## config.mk

```make
export PLATFORM = sky130hd
export DESIGN_NAME = scroll_window_gen
export DESIGN_NICKNAME = d
export VERILOG_FILES = /design/src/rtl/scroll_window_gen.sv
export SDC_FILE = /design/constraint.sdc
export NUM_CORES = 1
export LEC_CHECK = 0
export CORE_UTILIZATION = 40
export DETAILED_ROUTE_END_ITERATION = 7
export SYNTH_ARGS = -nofsm -noshare
export SYNTH_HDL_FRONTEND = slang
export SYNTH_SLANG_ARGS = --single-unit
```

## constraint.sdc

```tcl
create_clock -name i_clk -period 7.8 [get_ports i_clk]
set_input_delay 1.17 -clock i_clk [delete_from_list [all_inputs] [get_ports i_clk]]
set_output_delay 1.17 -clock i_clk [all_outputs]
set_load 0.01 [all_outputs]
```

## src/rtl/scroll_window_gen.sv

```systemverilog
// scroll_window_gen
// Produces the start/stop character indices of the visible panel window as it
// slides across a message buffer, one position per rising edge of sclk.
// Supports loop and bounce travel, reverse loop direction, a dwell of
// PAUSE_TICKS scroll ticks at each end of travel, and a runtime message length.
//
// Build option: define SCROLL_BOUNCE_EN to build bounce mode. With the macro
// undefined, i_mode is ignored and only loop travel exists.
module scroll_window_gen #(
    parameter int IDX_W       = 7,
    parameter int WIN_LEN     = 24,
    parameter int PAUSE_TICKS = 4
) (
    input  logic             i_clk,
    input  logic             i_reset,
    input  logic             i_sclk,
    input  logic             i_enable,
    input  logic             i_restart,
    input  logic [IDX_W-1:0] i_msg_len,
    input  logic             i_rev,
    input  logic             i_mode,
    output logic [IDX_W-1:0] o_start,
    output logic [IDX_W-1:0] o_stop,
    output logic             o_dir,
    output logic             o_wrap,
    output logic             o_busy
);

    localparam logic [1:0] ST_IDLE   = 2'd0;
    localparam logic [1:0] ST_SCROLL = 2'd1;
    localparam logic [1:0] ST_PAUSE  = 2'd2;

    // Dwell counter runs 0 .. PAUSE_TICKS-1
    localparam int              PC_W      = (PAUSE_TICKS > 1) ? $clog2(PAUSE_TICKS) : 1;
    localparam logic [PC_W-1:0] PC_LAST   = (PAUSE_TICKS > 0) ? PC_W'(PAUSE_TICKS - 1) : {PC_W{1'b0}};
    localparam logic [PC_W-1:0] PC_ZERO   = {PC_W{1'b0}};
    localparam logic [PC_W-1:0] PC_ONE    = PC_W'(1);
    localparam logic [IDX_W-1:0] POS_ZERO = {IDX_W{1'b0}};
    localparam logic [IDX_W-1:0] POS_ONE  = IDX_W'(1);
    localparam logic [IDX_W-1:0] STOP_OFS = IDX_W'(WIN_LEN - 1);
    localparam logic [IDX_W:0]   WIN_EXT  = (IDX_W + 1)'(WIN_LEN);
    localparam bit               HAS_PAUSE = (PAUSE_TICKS > 0);

    // Furthest start index: message length minus window, floored at zero.
    // Done one bit wider so the comparison and subtraction cannot underflow.
    function automatic logic [IDX_W-1:0] max_pos_f(input logic [IDX_W-1:0] len);
        logic [IDX_W:0] len_ext;
        logic [IDX_W:0] diff;
        len_ext = {1'b0, len};
        if (len_ext > WIN_EXT) begin
            diff = len_ext - WIN_EXT;
        end else begin
            diff = {(IDX_W + 1){1'b0}};
        end
        return diff[IDX_W-1:0];
    endfunction

    logic [1:0]       r_state;
    logic [IDX_W-1:0] r_pos;
    logic [IDX_W-1:0] r_stop;
    logic             r_dir;
    logic             r_wrap;
    logic             r_busy;
    logic [PC_W-1:0]  r_pcnt;
    logic [IDX_W-1:0] r_len;
    logic             r_mode;
    logic             r_sclk_q;

    logic             w_step;
    logic             w_mode_live;
    logic             w_loop_rev_live;
    logic [IDX_W-1:0] w_max_live;
    logic [IDX_W-1:0] w_max_lat;
    logic [IDX_W-1:0] w_end_pos;
    logic [IDX_W-1:0] w_pos_move;
    logic             w_turn;
    logic [1:0]       w_state_nxt;
    logic [IDX_W-1:0] w_pos_nxt;
    logic             w_dir_nxt;
    logic             w_wrap_nxt;
    logic [PC_W-1:0]  w_pcnt_nxt;
    logic [IDX_W-1:0] w_len_nxt;
    logic             w_mode_nxt;

`ifdef SCROLL_BOUNCE_EN
    assign w_mode_live = i_mode;
`else
    logic w_unused_mode;
    assign w_unused_mode = i_mode;
    assign w_mode_live   = 1'b0;
`endif

    // One step per low-to-high transition of the scroll tick
    assign w_step          = i_sclk & ~r_sclk_q;
    assign w_loop_rev_live = ~w_mode_live & i_rev;
    assign w_max_live      = max_pos_f(i_msg_len);
    assign w_max_lat       = max_pos_f(r_len);
    assign w_end_pos       = r_dir ? POS_ZERO : w_max_lat;
    assign w_pos_move      = r_dir ? (r_pos - POS_ONE) : (r_pos + POS_ONE);

    // Next state, window position, direction, dwell count and wrap pulse
    always_comb begin
        w_state_nxt = r_state;
        w_pos_nxt   = r_pos;
        w_dir_nxt   = r_dir;
        w_pcnt_nxt  = r_pcnt;
        w_wrap_nxt  = 1'b0;
        w_len_nxt   = r_len;
        w_mode_nxt  = r_mode;
        w_turn      = 1'b0;
        if (i_restart) begin
            w_state_nxt = ST_IDLE;
            w_pos_nxt   = POS_ZERO;
            w_dir_nxt   = 1'b0;
            w_pcnt_nxt  = PC_ZERO;
        end else begin
            case (r_state)
                ST_IDLE: begin
                    // Track the live configuration so the edge that leaves
                    // IDLE latches exactly the values present at that edge.
                    w_len_nxt  = i_msg_len;
                    w_mode_nxt = w_mode_live;
                    w_dir_nxt  = w_loop_rev_live;
                    w_pcnt_nxt = PC_ZERO;
                    if (w_loop_rev_live) begin
                        w_pos_nxt = w_max_live;
                    end else begin
                        w_pos_nxt = POS_ZERO;
                    end
                    if (i_enable) begin
                        w_state_nxt = ST_SCROLL;
                    end else begin
                        w_state_nxt = ST_IDLE;
                    end
                end
                ST_SCROLL: begin
                    if (i_enable && w_step) begin
                        if (r_pos != w_end_pos) begin
                            w_pos_nxt = w_pos_move;
                            if (HAS_PAUSE && (w_pos_move == w_end_pos)) begin
                                w_state_nxt = ST_PAUSE;
                                w_pcnt_nxt  = PC_ZERO;
                            end else begin
                                w_state_nxt = ST_SCROLL;
                            end
                        end else if (w_max_lat != POS_ZERO) begin
                            // Already at the end with no dwell configured
                            w_turn = 1'b1;
                        end else begin
                            // Message fits in the window: static, never wraps
                            w_state_nxt = ST_SCROLL;
                        end
                    end else begin
                        w_state_nxt = ST_SCROLL;
                    end
                end
                ST_PAUSE: begin
                    if (i_enable && w_step) begin
                        if (r_pcnt == PC_LAST) begin
                            w_turn = 1'b1;
                        end else begin
                            w_pcnt_nxt = r_pcnt + PC_ONE;
                        end
                    end else begin
                        w_state_nxt = ST_PAUSE;
                    end
                end
                default: begin
                    w_state_nxt = ST_IDLE;
                end
            endcase

            if (w_turn) begin
                w_wrap_nxt  = 1'b1;
                w_state_nxt = ST_SCROLL;
                w_pcnt_nxt  = PC_ZERO;
                if (r_mode) begin
`ifdef SCROLL_BOUNCE_EN
                    // Bounce: reverse travel, window stays put on this step
                    w_dir_nxt = ~r_dir;
`else
                    w_dir_nxt = r_dir;
`endif
                end else if (r_dir) begin
                    w_pos_nxt = w_max_lat;
                end else begin
                    w_pos_nxt = POS_ZERO;
                end
            end else begin
                w_wrap_nxt = 1'b0;
            end
        end
    end

    // State and output registers with asynchronous reset
    always_ff @(posedge i_clk or posedge i_reset) begin
        if (i_reset) begin
            r_state  <= ST_IDLE;
            r_pos    <= POS_ZERO;
            r_stop   <= STOP_OFS;
            r_dir    <= 1'b0;
            r_wrap   <= 1'b0;
            r_busy   <= 1'b0;
            r_pcnt   <= PC_ZERO;
            r_len    <= POS_ZERO;
            r_mode   <= 1'b0;
            r_sclk_q <= 1'b0;
        end else begin
            r_state  <= w_state_nxt;
            r_pos    <= w_pos_nxt;
            r_stop   <= w_pos_nxt + STOP_OFS;
            r_dir    <= w_dir_nxt;
            r_wrap   <= w_wrap_nxt;
            r_busy   <= (w_state_nxt != ST_IDLE);
            r_pcnt   <= w_pcnt_nxt;
            r_len    <= w_len_nxt;
            r_mode   <= w_mode_nxt;
            r_sclk_q <= i_sclk;
        end
    end

    assign o_start = r_pos;
    assign o_stop  = r_stop;
    assign o_dir   = r_dir;
    assign o_wrap  = r_wrap;
    assign o_busy  = r_busy;

endmodule

```

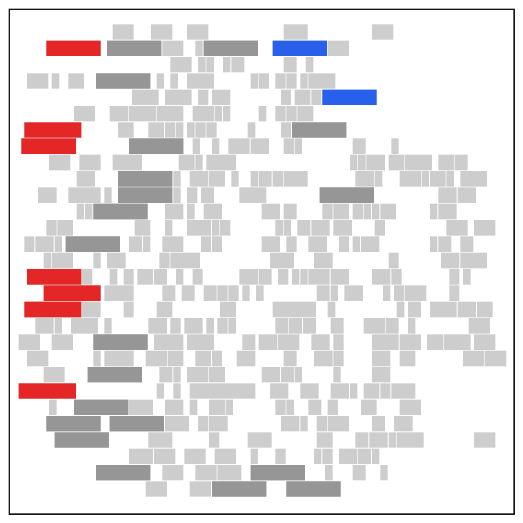
*Where the registers sit*
(6 px per um) Other sequential cells in the stronger gray, the rest of the logic in the fainter gray.
[r_pcnt] blue | sequential cells: 2
[o_stop] red | sequential cells: 7

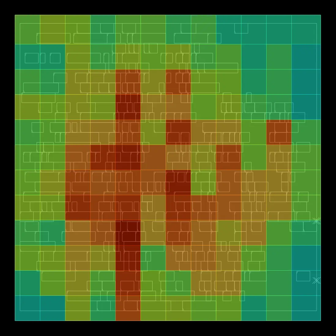
*Track usage over the die*
met1 usage: 32.0%
DR WL/cell: 18.5 um
GR peak layer: met2
met3 Use GR: 3.07%

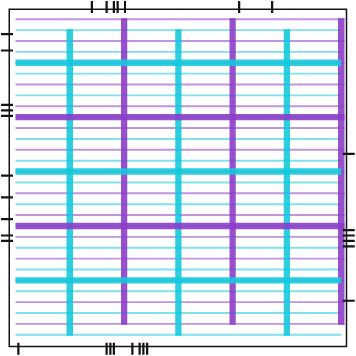
*Floorplan with the power grid*
(4 px per um) Pins as bars on the die edge.
[VSS] cyan
[VDD] purple
met1 rails: 30
met4 straps: 6
signal pins: 31
met5 straps: 5
rows: 29
worst vdd ir: 204 uV
Core Area: 6420 um2
Die Width: 83.9 um
Die H: 83.9 um

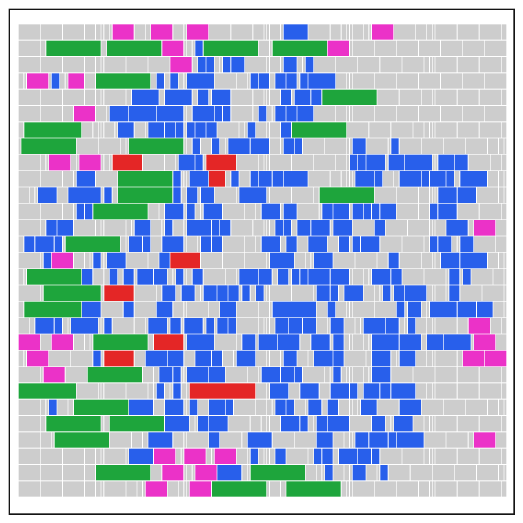
*Cell classes on the final placement*
(6 px per um) Fill, decap, tap and diode cells in gray.
[flip-flops] green | cells: 29 | share of their area: 24%
[other buffers and delay cells] magenta | cells: 30 | share of their area: 9.9%
[all other logic] blue | cells: 280 | share of their area: 62%
[clock drivers and dummy loads] red | cells: 8 | share of their area: 4.0%

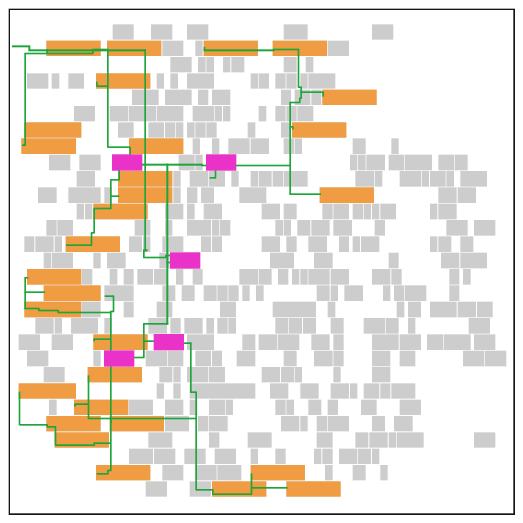
*Routed clock nets over the placement*
(6 px per um)
[clock wires] green | length: 444 um
[flip-flops] orange | count: 29
[cells driving clock nets] magenta | count: 5
routed clock nets: 6

## critical path, delay by kind of cell
kind / cells / cell delay, ns
AND/OR/NAND/NOR: 4 / 1.09
AND-OR/OR-AND: 6 / 1.57
buffers and inverters: 2 / 0.52
adder cells (fa/ha/maj): 1 / 0.26
## cell families (layout without fill, tap and decap cells)
| logic type | Yosys count | after routing | share of synthesized area, % |
|---|---|---|---|
| AOI/OAI and AO/OA | 104 | 104 | 28.2 |
| xor gates and xnor gates | 16 | 16 | 5.22 |
| adders and majority gates | 15 | 15 | 7.27 |
| buffers and inverters | 39 | 59 | 6.15 |
| DFF | 29 | 29 | 27.2 |
| muxes | 9 | 9 | 3.73 |
| and+or+nand+nor | 115 | 115 | 22.2 |
## layout make-up
class                           instances  area, um2
Tap cell                               77       96.3
Fill cell                             650       3310
Inverter                               21       78.8
Clock buffer                            6       82.6
Timing Repair Buffer                   30        298
Clock inverter                          2       37.5
Multi-Input combinational cell        259       1790
Sequential cell                        29        731
## layout by cell type, fill, tap and decap left out, types with 3 or more instances in the layout
master | netlist | layout
a211o_1 | 4 | 4
a211oi_1 | 4 | 4
a21o_1 | 3 | 3
a21oi_1 | 20 | 20
a22oi_1 | 5 | 5
a311o_1 | 3 | 3
a311oi_1 | 3 | 3
a31oi_1 | 8 | 8
and2_1 | 3 | 3
and3_1 | 4 | 4
clkbuf_8 | 0 | 6
clkdlybuf4s50_1 | 0 | 29
dfrtp_1 | 25 | 25
dfstp_2 | 4 | 4
ha_1 | 14 | 14
inv_1 | 19 | 19
mux2_2 | 8 | 8
nand2_1 | 32 | 32
nand3_1 | 10 | 10
nor2_1 | 28 | 28
nor2b_1 | 5 | 5
nor3_1 | 7 | 7
nor3b_1 | 3 | 3
o211ai_1 | 4 | 4
o21a_1 | 4 | 4
o21ai_0 | 14 | 14
o32ai_1 | 3 | 3
or2_2 | 5 | 5
xnor2_1 | 11 | 11
xor2_1 | 5 | 5
## layer usage
layer	track usage, %	up-vias
li1	-	1253
met2	36.3	110
met4	7.84	0
met3	3.07	15
met5	0	-
met1	32.0	1234
## through the flow
step | cells | area [um2] | worst slack, ns | hold slack [ns]
detailed placement | 416 | 2990 | 3.02 | 0.522
global route | 424 | 3110 | 3.02 | 0.570
finish | 424 | 3110 | 3.31 | 0.535
global placement | 416 | 2990 | 3.06 | 0.520
floorplan | 327 | 2680 | 4.05 | 0.490
CTS | 424 | 3110 | 3.32 | 0.537
## final timing paths
path | startpoint | end | slack, ns | depth (start not counted)
worst min-delay path | r_pcnt[1] | r_pcnt[1] | 0.53 | 2
worst max register to register | r_len[3] | o_stop[6] | 3.61 | 13
min in group asynchronous | i_reset | r_state[0] | 1.26 | 3
worst max-delay path | i_enable | o_stop[6] | 3.31 | 13
max in group asynchronous | i_reset | o_stop[0] | 6.23 | 3
worst min register to register | r_pcnt[1] | r_pcnt[1] | 0.53 | 2
## where the power goes
group          leakage (nW)  switching [mW]  internal [mW]
Sequential            0.362          0.0935          0.202
Combinational         0.878           0.382          0.292
Clock                0.0574          0.0617          0.104
==> flow_metrics.py <==
# Metrics from the implementation run
metrics = {
    "job": {
        "cap_violations": 0,
    },
    "outcome": {
        "status": "complete, but fails checks",
        "violations": "DRC",
    },
    "sta": {
        "setup-violations-final": 0,
        "skew_ns": 0.00330,
        "slew_violations": 0,
        "setup_tns_ns": 0,
        "fin_crit_sh_pct": 57.6,
    },
    "route": {
        "drt_iter0_drc": 270,
        "final_antenna_net_count": 0,
        "route.met2.wl_mm": 3.62,
        "drc": 4,
    },
    "die": {
        "ioPinCount": 31,
        "std_cell_rows": 29,
    },
    "logic_synthesis": {
        "synth_seq_share_pct": 27.2,
        "ys_area_um2": 2680,
        "synthDistinctLibCells": 71,
        "syn_avg_cell_area_um2": 8.21,
        "synth_flops": 29,
    },
    "setup_path": {
        "cp_slowest_stage_delay_ns": 0.53,
        "cp-end-kind": "register",
    },
    "placed_design": {
        "routabilityCongestion": 0.932,
        "dp_hpwl_mm": 5.72,
    },
    "final_layout": {
        "fin_util_pct": 48.5,
    },
    "clocking": {
        "clock-sinks": 29,
        "cts_root_buf": "clkbuf_8",
    },
    "global_route": {
        "grt_antenna_before_repair": 0,
        "grt_pass1_wl_mm": 12.7,
        "grt_pass1_vias": 2410,
    },
    "hold_path": {
        "hold_class": "register to register",
    },
}
No activity file was given, so power comes from the tool's default toggle rates.
